**src/rtl/fechadura_setup.sv**
```systemverilog
// Configuration menu of the door lock: walks the user through beep, beep time,
// lock time and master password, then hands the new configuration back with a one-cycle ok.
module fechadura_setup #(
  parameter int T_MIN = 5,
  parameter int T_MAX = 60
) (
  input  logic        clk,
  input  logic        rst,
  input  logic        setup_on,
  input  logic [79:0] digitos_value,
  input  logic        digitos_valid,
  output logic        display_en,
  output logic [23:0] bcd_pac,
  output logic [94:0] data_setup_new,
  output logic        data_setup_ok
);

  typedef enum logic [2:0] {
    IDLE     = 3'd0,
    S_BIP    = 3'd1,
    S_BTIME  = 3'd2,
    S_TTIME  = 3'd3,
    S_MASTER = 3'd4,
    DONE     = 3'd5
  } state_t;

  localparam logic [3:0]  KEY_CONFIRM = 4'hA;
  localparam logic [3:0]  KEY_EXIT    = 4'hB;
  localparam logic [3:0]  EMPTY       = 4'hF;
  localparam logic [94:0] CFG_DEFAULT = {1'b1, 7'd5, 7'd5, 80'hFFFF_FFFF_FFFF_FFFF_4321};

  state_t      state_r, state_nxt_s;
  logic        armed_r;
  logic        bip_r, bip_nxt_s;
  logic [6:0]  btime_r, btime_nxt_s, ttime_r, ttime_nxt_s;
  logic [79:0] senha_r, senha_nxt_s;
  logic [3:0]  key_s;
  logic [6:0]  value_s;
  logic        time_ok_s;
  logic [4:0]  pw_len_s;
  logic        pw_found_s;
  logic [79:0] pw_s;

  function automatic logic [3:0] digit_val(input logic [3:0] d);
    if (d > 4'd9) return 4'd0;
    else return d;
  endfunction

  function automatic logic [23:0] make_bcd(input state_t st, input logic bip,
                                           input logic [6:0] bt, input logic [6:0] tt);
    logic [6:0] v;
    logic [3:0] tens, units;
    case (st)
      S_BIP:   v = {6'd0, bip};
      S_BTIME: v = bt;
      S_TTIME: v = tt;
      default: v = 7'd0;
    endcase
    tens  = 4'(v / 7'd10);
    units = 4'(v % 7'd10);
    case (st)
      S_BIP, S_BTIME, S_TTIME: make_bcd = {1'b0, st, 12'hFFF, tens, units};
      S_MASTER:                make_bcd = {4'h4, 20'hFFFFF};
      default:                 make_bcd = 24'h000000;
    endcase
  endfunction

  // Decode the keypad buffer: action key, two-digit field value, password length and order
  always_comb begin
    key_s      = digitos_value[3:0];
    value_s    = 7'(digit_val(digitos_value[11:8])) * 7'd10 + 7'(digit_val(digitos_value[7:4]));
    time_ok_s  = (int'(value_s) >= T_MIN) && (int'(value_s) <= T_MAX);
    pw_len_s   = 5'd19;
    pw_found_s = 1'b0;
    for (int i = 1; i < 20; i++) begin
      if (!pw_found_s && digitos_value[i*4 +: 4] == EMPTY) begin
        pw_len_s   = 5'(i - 1);
        pw_found_s = 1'b1;
      end else begin
        pw_found_s = pw_found_s;
      end
    end
    // digits[n] is the oldest key, so it becomes password digit 0
    for (int i = 0; i < 20; i++) begin
      if (5'(i) < pw_len_s) pw_s[i*4 +: 4] = digitos_value[{pw_len_s - 5'(i), 2'b00} +: 4];
      else pw_s[i*4 +: 4] = EMPTY;
    end
  end

  // Menu transitions and working-copy updates
  always_comb begin
    state_nxt_s = state_r;
    bip_nxt_s   = bip_r;
    btime_nxt_s = btime_r;
    ttime_nxt_s = ttime_r;
    senha_nxt_s = senha_r;
    case (state_r)
      IDLE: begin
        if (setup_on && armed_r) begin
          state_nxt_s = S_BIP;
          {bip_nxt_s, btime_nxt_s, ttime_nxt_s, senha_nxt_s} = data_setup_new;
        end else begin
          state_nxt_s = IDLE;
        end
      end
      S_BIP, S_BTIME, S_TTIME, S_MASTER: begin
        if (!setup_on) begin
          state_nxt_s = IDLE;
        end else if (digitos_valid && key_s == KEY_EXIT) begin
          state_nxt_s = DONE;
        end else if (digitos_valid && key_s == KEY_CONFIRM) begin
          case (state_r)
            S_BIP: begin
              if (value_s <= 7'd1) begin
                bip_nxt_s   = value_s[0];
                state_nxt_s = S_BTIME;
              end else begin
                state_nxt_s = S_BIP;
              end
            end
            S_BTIME: begin
              if (time_ok_s) begin
                btime_nxt_s = value_s;
                state_nxt_s = S_TTIME;
              end else begin
                state_nxt_s = S_BTIME;
              end
            end
            S_TTIME: begin
              if (time_ok_s) begin
                ttime_nxt_s = value_s;
                state_nxt_s = S_MASTER;
              end else begin
                state_nxt_s = S_TTIME;
              end
            end
            S_MASTER: begin
              if (pw_len_s >= 5'd4 && pw_len_s <= 5'd12) begin
                senha_nxt_s = pw_s;
                state_nxt_s = DONE;
              end else begin
                state_nxt_s = S_MASTER;
              end
            end
            default: state_nxt_s = IDLE;
          endcase
        end else begin
          state_nxt_s = state_r;
        end
      end
      DONE:    state_nxt_s = IDLE;
      default: state_nxt_s = IDLE;
    endcase
  end

  // State, working copy and registered outputs (outputs follow the next state)
  always_ff @(posedge clk or posedge rst) begin
    if (rst) begin
      state_r        <= IDLE;
      armed_r        <= 1'b1;
      {bip_r, btime_r, ttime_r, senha_r} <= CFG_DEFAULT;
      display_en     <= 1'b0;
      bcd_pac        <= 24'h000000;
      data_setup_new <= CFG_DEFAULT;
      data_setup_ok  <= 1'b0;
    end else begin
      state_r       <= state_nxt_s;
      bip_r         <= bip_nxt_s;
      btime_r       <= btime_nxt_s;
      ttime_r       <= ttime_nxt_s;
      senha_r       <= senha_nxt_s;
      // a finished menu must see setup_on low before it may be entered again
      armed_r       <= !setup_on ? 1'b1 : ((state_nxt_s == DONE) ? 1'b0 : armed_r);
      display_en    <= (state_nxt_s == S_BIP) || (state_nxt_s == S_BTIME) ||
                       (state_nxt_s == S_TTIME) || (state_nxt_s == S_MASTER);
      bcd_pac       <= make_bcd(state_nxt_s, bip_nxt_s, btime_nxt_s, ttime_nxt_s);
      data_setup_ok <= (state_nxt_s == DONE);
      if (state_nxt_s == DONE) data_setup_new <= {bip_nxt_s, btime_nxt_s, ttime_nxt_s, senha_nxt_s};
      else data_setup_new <= data_setup_new;
    end
  end

endmodule

```
**config.mk**
```make
export PLATFORM = sky130hd
export DESIGN_NAME = fechadura_setup
export DESIGN_NICKNAME = d
export VERILOG_FILES = /design/src/rtl/fechadura_setup.sv
export SDC_FILE = /design/constraint.sdc
export NUM_CORES = 1
export LEC_CHECK = 0
export ABC_AREA = 1
export CORE_ASPECT_RATIO = 1.2
export CORE_MARGIN = 4
export CORE_UTILIZATION = 25
export DETAILED_ROUTE_END_ITERATION = 6
export GPL_TIMING_DRIVEN = 0
export HOLD_SLACK_MARGIN = 0.1
export PLACE_DENSITY = 0.5
export SLEW_MARGIN = 20
export SYNTH_ARGS = -nofsm -noshare
export SYNTH_HDL_FRONTEND = slang
export SYNTH_SLANG_ARGS = --single-unit
```
**constraint.sdc**
```tcl
create_clock -name clk -period 6.2 [get_ports clk]
set_clock_uncertainty 0.15 [all_clocks]
set_input_delay 0.93 -clock clk [delete_from_list [all_inputs] [get_ports clk]]
set_output_delay 0.93 -clock clk [all_outputs]
set_load 0.01 [all_outputs]
```
Figure 1. Cells colored by class (run 1).
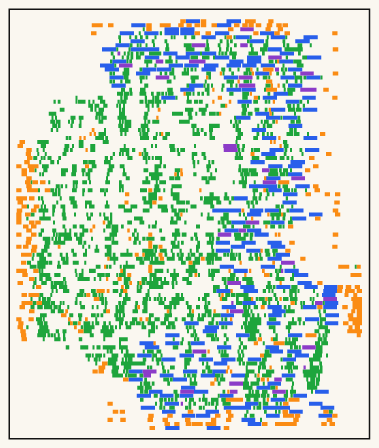
legend:
  blue:
    class: sequential cells
    cells: 207
    share_of_their_area: 27%
  purple:
    class: clock drivers and dummy loads
    cells: 40
    share_of_their_area: 4.0%
  green:
    class: remaining logic cells
    cells: 2114
    share_of_their_area: 54%
  orange:
    class: remaining buffers and delay cells
    cells: 377
    share_of_their_area: 15%

Figure 2. The metal 3 layer (run 1).
The bar under the picture is 50 um long.
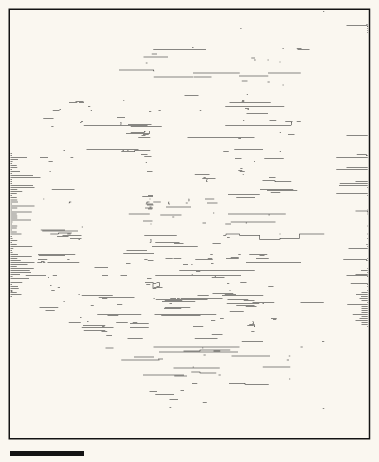
longest straight run: 57.7 um
share of all routed wire: 4.3%

==> job_summary.md, run 1 <==
## Synthesis and layout report

| Metric | Value |
|---|---|
| Status | `completed` |
| Main logic family | `AND-OR/OR-AND gates` |
| Required time of the worst setup path | `6.49 ns` |
| DRC | `0` |
| Crit-path max cell delay | `0.57 ns` |
| Drt first pass iters | `6` |
| Simple-gate area share of the yosys netlist | `22.44%` |
| Critical Path Sink | `data_setup_new[62]` |
| Number of clock buffers in the layout | `35` |
| Syn Inst Count | `2471` |
| FA/HA/MAJ Cells, Area Fraction | `2.144%` |
| Final WS setup | `0.2099 ns` |
| Comb power | `3.52 mW` |
| DRT iter0 DRCs | `1342` |
| Seq. pwr | `2.18 mW` |
| Repair and plain buffers | `377` |
| Net Switching | `3.142 mW` |
| WP data arrival | `6.28 ns` |
| Cell family with most CP delay | `simple AND/OR/NAND/NOR gates` |
| Post-synth design cell area | `16460 um2` |
| RR Startpoint | `state_r[1]` |
| Reg-to-reg slack, setup | `1.55 ns` |
| Final Cell Area | `21110 um2` |
| Die x size | `242.2 um` |
| Mean Syn Cell Area | `6.661 um2` |
| Dpl cells | `3513` |
| Met3 wire length | `3451 um` |
| Antenna viol nets, final | `0` |
| Residual overflow from global routing | `0` |
| FFs w/ async S/R, synth | `100.0%` |
| Levels on crit path | `30` |
| Biggest register | `data_setup_new` |
| H-tree depth | `1` |
| Hold-fix buffers, CTS | `0` |
| Final Cycle Share | `96.61%` |
| IO Count | `205` |
| Dominant flop cell | `dfstp_2` |
| Synth unique cells | `57` |
| DP Area | `19690 um2` |
| Final WL | `80870 um` |
| Clock network fraction of total power | `20.6%` |
| Pint | `4.042 mW` |
| Flops after synth | `207` |
| Number of enable flip-flop cells | `0` |
| Largest registers | `data_setup_new (95), senha_r (80), bcd_pac (12)` |
| Max reg flops | `95` |
| Tool warnings | `41` |
| Buffering overhead | `14.31%` |
| Seq pwr share | `30.4%` |
| Maximum clock frequency | `166.9 MHz` |
| Initial antenna violation count | `0` |
| Fin util | `32.56%` |
| CTS tree | `yes` |
| Critical path's slowest cell | `mux2i_1` |
| Post-synth top cells | `523 x nand2_1, 436 x o21ai_0, 312 x inv_1` |
| Seq/total area | `25.42%` |
| Fillcell total | `7079` |
| Xor+xnor area frac | `1.277%` |
| Top cells by area | `dfstp_2 24%, o21ai_0 13%, nand2_1 12%` |
| Post-CTS setup buffers | `0` |
| Most numerous logic cells after layout | `521 x nand2_1, 384 x o21ai_0, 308 x inv_1` |
| Register area | `5366 um2` |
| Area Growth Syn to Fin | `28.26%` |
| Chip area | `70020 um2` |
| IO buf count | `203` |
Figure 3. Placed standard cells (run 1).
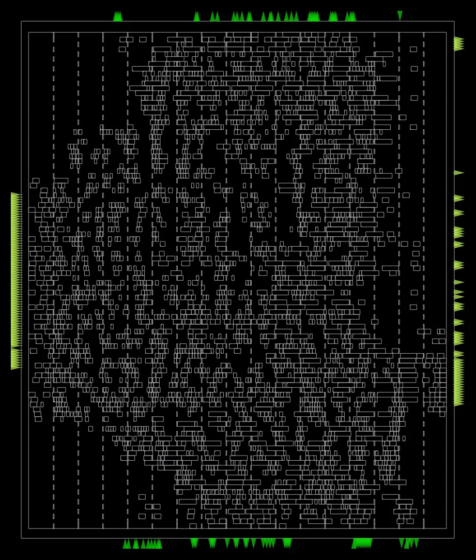
floorplan core area: 64830 um2
Std-Cell Rows: 102
Finished Layout Cells: 3570

==> run 2, diff against run 1 <==
Settings changed: CORE_UTILIZATION 25 to 45, PLACE_DENSITY 0.5 to 0.69.
Figure 4. The metal 3 layer (run 2).
The bar under the picture is 50 um long.
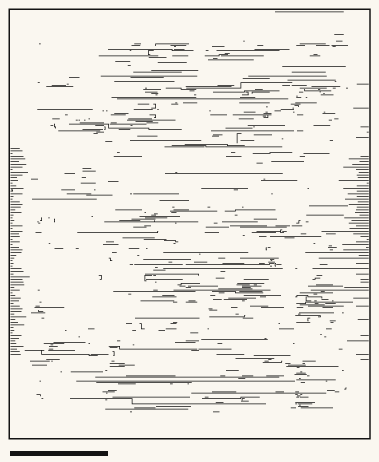
share of all routed wire: 7.4%
wire length on this layer: 5520 um

==> job_summary.md, run 2 <==
## Synthesis and layout report

| Metric | Value |
|---|---|
| Status | `completed` |
| Die x size | `182.6 um (-25%)` |
| Fin util | `57.05% (+24 points)` |
| Syn Inst Count | `2471 (unchanged)` |
| Net Switching | `3.052 mW (-2.8%)` |
| Finished Layout Cells | `3204 (-10%)` |
| Comb power | `3.43 mW (-3%)` |
| Post-CTS setup buffers | `1 (+1)` |
| Seq. pwr | `2.17 mW (about the same)` |
| Met3 wire length | `5517 um (+60%)` |
| Required time of the worst setup path | `6.46 ns (-0.03 ns)` |
| Final WL | `74170 um (-8.3%)` |
| Levels on crit path | `40 (+33%)` |
| Initial antenna violation count | `2 (+2)` |
| Post-synth top cells | `523 x nand2_1, 436 x o21ai_0, 312 x inv_1` |
| Mean Syn Cell Area | `6.661 um2 (unchanged)` |
| Repair and plain buffers | `375 (-0.53%)` |
| Residual overflow from global routing | `0 (unchanged)` |
| Chip area | `39710 um2 (-43%)` |
| Synth unique cells | `57 (unchanged)` |
| Cell family with most CP delay | `simple AND/OR/NAND/NOR gates` |
| IO Count | `205 (unchanged)` |
| RR Startpoint | `state_r[1]` |
| Antenna viol nets, final | `0 (unchanged)` |
| WP data arrival | `6.24 ns (-0.04 ns)` |
| Pint | `4.002 mW (-0.98%)` |
| Largest registers | `data_setup_new (95), senha_r (80), bcd_pac (12)` |
| Critical Path Sink | `bcd_pac[2]` |
| Dpl cells | `3148 (-10%)` |
| Register area | `5366 um2 (unchanged)` |
| Final Cycle Share | `96.52% (about the same)` |
| Dominant flop cell | `dfstp_2` |
| Top cells by area | `dfstp_2 24%, o21ai_0 13%, nand2_1 12%` |
| FFs w/ async S/R, synth | `100.0% (unchanged)` |
| Seq pwr share | `30.7% (+0.3 points)` |
| Maximum clock frequency | `167.1 MHz (about the same)` |
| Max reg flops | `95 (unchanged)` |
| Final WS setup | `0.2158 ns (+0.005913 ns)` |
| Number of clock buffers in the layout | `27 (-23%)` |
| Seq/total area | `26.10% (+0.68 points)` |
| Simple-gate area share of the yosys netlist | `22.44% (unchanged)` |
Figure 5. Sequential cells grouped by signal name (run 2).
The bar under the picture is 50 um long.
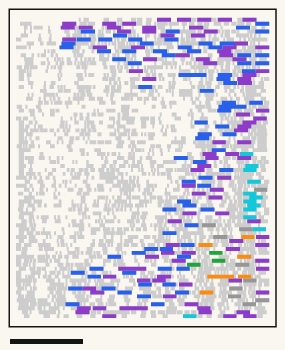
legend:
  purple:
    netlist_name: data_setup_new
    placed_flops: 95
  cyan:
    netlist_name: bcd_pac
    placed_flops: 12
    where: east
  green:
    netlist_name: state_r
    placed_flops: 3
  orange:
    netlist_name: btime_r
    placed_flops: 7
    where: south-east
  blue:
    netlist_name: senha_r
    placed_flops: 80
not colored: 10

Figure 6. Cells colored by class (run 2).
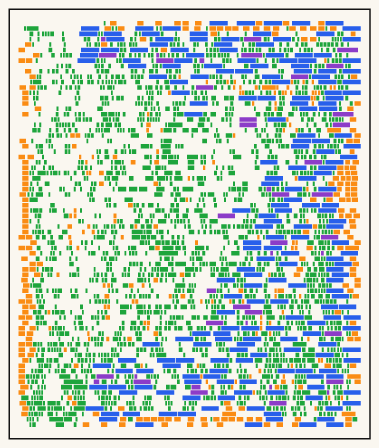

==> run 3, diff against run 2 <==
Settings changed: SETUP_SLACK_MARGIN set to 0.05.
Figure 7. Cells colored by class (run 3).
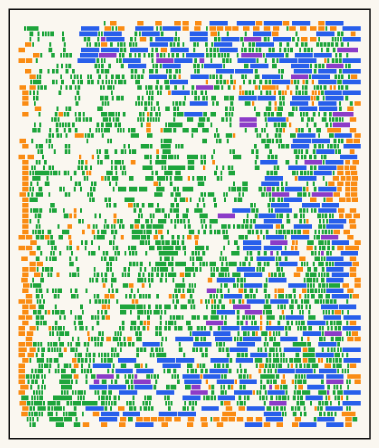
legend:
  orange:
    class: remaining buffers and delay cells
    cells: 377
    share_of_their_area: 15%
  green:
    class: remaining logic cells
    cells: 2114
    share_of_their_area: 54%
  blue:
    class: sequential cells
    cells: 207
    share_of_their_area: 27%
  purple:
    class: clock drivers and dummy loads
    cells: 40
    share_of_their_area: 3.9%

Figure 8. Cell density map (run 3).
18 x 22 tiles, from white (low) to dark blue (high), 0 to 100% covered.
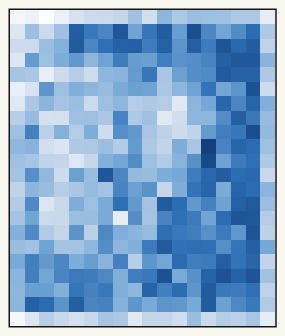
tiles over 75% full: 16%
fullest tile: 94%
mean over tiles: 51%
nearly empty tiles: 0.30%

==> job_summary.md, run 3 <==
## Synthesis and layout report

| Metric | Value |
|---|---|
| Status | `completed` |
| Hpwl dp | `59890 um` |
| Simple-gate area share of the yosys netlist | `22.44% (unchanged)` |
| Post-CTS setup buffers | `3 (+2)` |
| Die x size | `182.6 um (unchanged)` |
| Die H | `217.5 um` |
| CP Launch Type | `primary input` |
| Logic area | `9669 um2` |
| Number of clock buffers in the layout | `27 (unchanged)` |
| Seq pwr share | `30.6% (about the same)` |
| Min-Delay Endpoint | `armed_r` |
| Cell family with most CP delay | `simple AND/OR/NAND/NOR gates` |
| WP data arrival | `6.25 ns (about the same)` |
| Most frequent cell after synthesis | `nand2_1` |
| Biggest register | `data_setup_new` |
| Yosys Instances | `2471` |
| Chip Area, Yosys | `16460 um2` |
| Drt first pass iters | `6` |
| Reg-to-reg slack, setup | `1.39 ns` |
| Finished Layout Cells | `3206 (+0.062%)` |
| Fin. max-slew vios | `0` |
| Synth unique cells | `57 (unchanged)` |
| Final WS setup | `0.2291 ns (+0.01324 ns)` |
| Net Switching | `3.067 mW (+0.48%)` |
| Start point of the worst hold path | `armed_r` |
| Chip area | `39710 um2 (unchanged)` |
| Comb power | `3.47 mW (+1%)` |
| H-tree depth | `1` |
| Routability-driven placement congestion ratio | `1.062` |
| Max reg flops | `95 (unchanged)` |
| Seq/total area | `25.95% (-0.15 points)` |
| Initial antenna violation count | `1 (-1)` |
| R2R Path End | `bcd_pac[2]` |
| RR Startpoint | `state_r[1]` |
| Cell type with the largest total area | `dfstp_2` |
| Dpl cells | `3148 (unchanged)` |
| DRC | `0` |
| Multiplexer share | `2.007%` |
| Flop count | `207` |
| Dominant flop cell | `dfstp_2` |
| Buffering overhead | `14.62%` |
| Top cells by area | `dfstp_2 24%, o21ai_0 13%, nand2_1 12%` |
| Wire per inst | `23.16 um` |
| Repair and plain buffers | `377 (+0.53%)` |
| Main logic family | `AND-OR/OR-AND gates` |
| Final Cell Area | `20680 um2` |
| Final WL | `74240 um (about the same)` |
| Floorplan core area | `36040 um2` |
| Antenna Cells | `0` |
| Post-synth top cells | `523 x nand2_1, 436 x o21ai_0, 312 x inv_1` |
| Seq. pwr | `2.17 mW (about the same)` |
| Post-synth design cell area | `16460 um2` |
| Critical Path Sink | `data_setup_new[44]` |
| Pre-CTS WS | `-1.851 ns` |
| Maximum vdd drop | `196.4 uV` |
| Levels on crit path | `31 (-23%)` |
| Final Cycle Share | `96.31% (-0.21 points)` |
| Maxcap violations | `0` |
| Met3 wire length | `5844 um (+5.9%)` |
| Min Tclk post-route | `5.971 ns` |
| Residual overflow from global routing | `0 (unchanged)` |
| Fin util | `57.39% (+0.34 points)` |
| Crit path buf inv count | `9` |
| Register area | `5366 um2 (unchanged)` |
| Required time of the worst setup path | `6.48 ns (+0.02 ns)` |
| Pint | `4.024 mW (+0.54%)` |
| Reg clk slew, reported paths | `0.07 ns` |
| Mean Syn Cell Area | `6.661 um2 (unchanged)` |
| Maximum clock frequency | `167.5 MHz (+0.22%)` |
| Number of enable flip-flop cells | `0` |
| Largest registers | `data_setup_new (95), senha_r (80), bcd_pac (12)` |
| Clock network fraction of total power | `20.5%` |
| Tool warnings | `42` |
| Hold Path Depth | `2` |
| Syn Inst Count | `2471 (unchanged)` |
| RSZ-0062 raised after global routing | `yes` |
| CTS tree | `yes` |
| Fin. Hold Viols | `0` |
| IO Count | `205 (unchanged)` |
| FFs w/ async S/R, synth | `100.0% (unchanged)` |
| HP Class | `register to register` |
| Antenna viol nets, final | `0 (unchanged)` |
Power figures rest on the tool's default switching activity, not on a simulated workload.
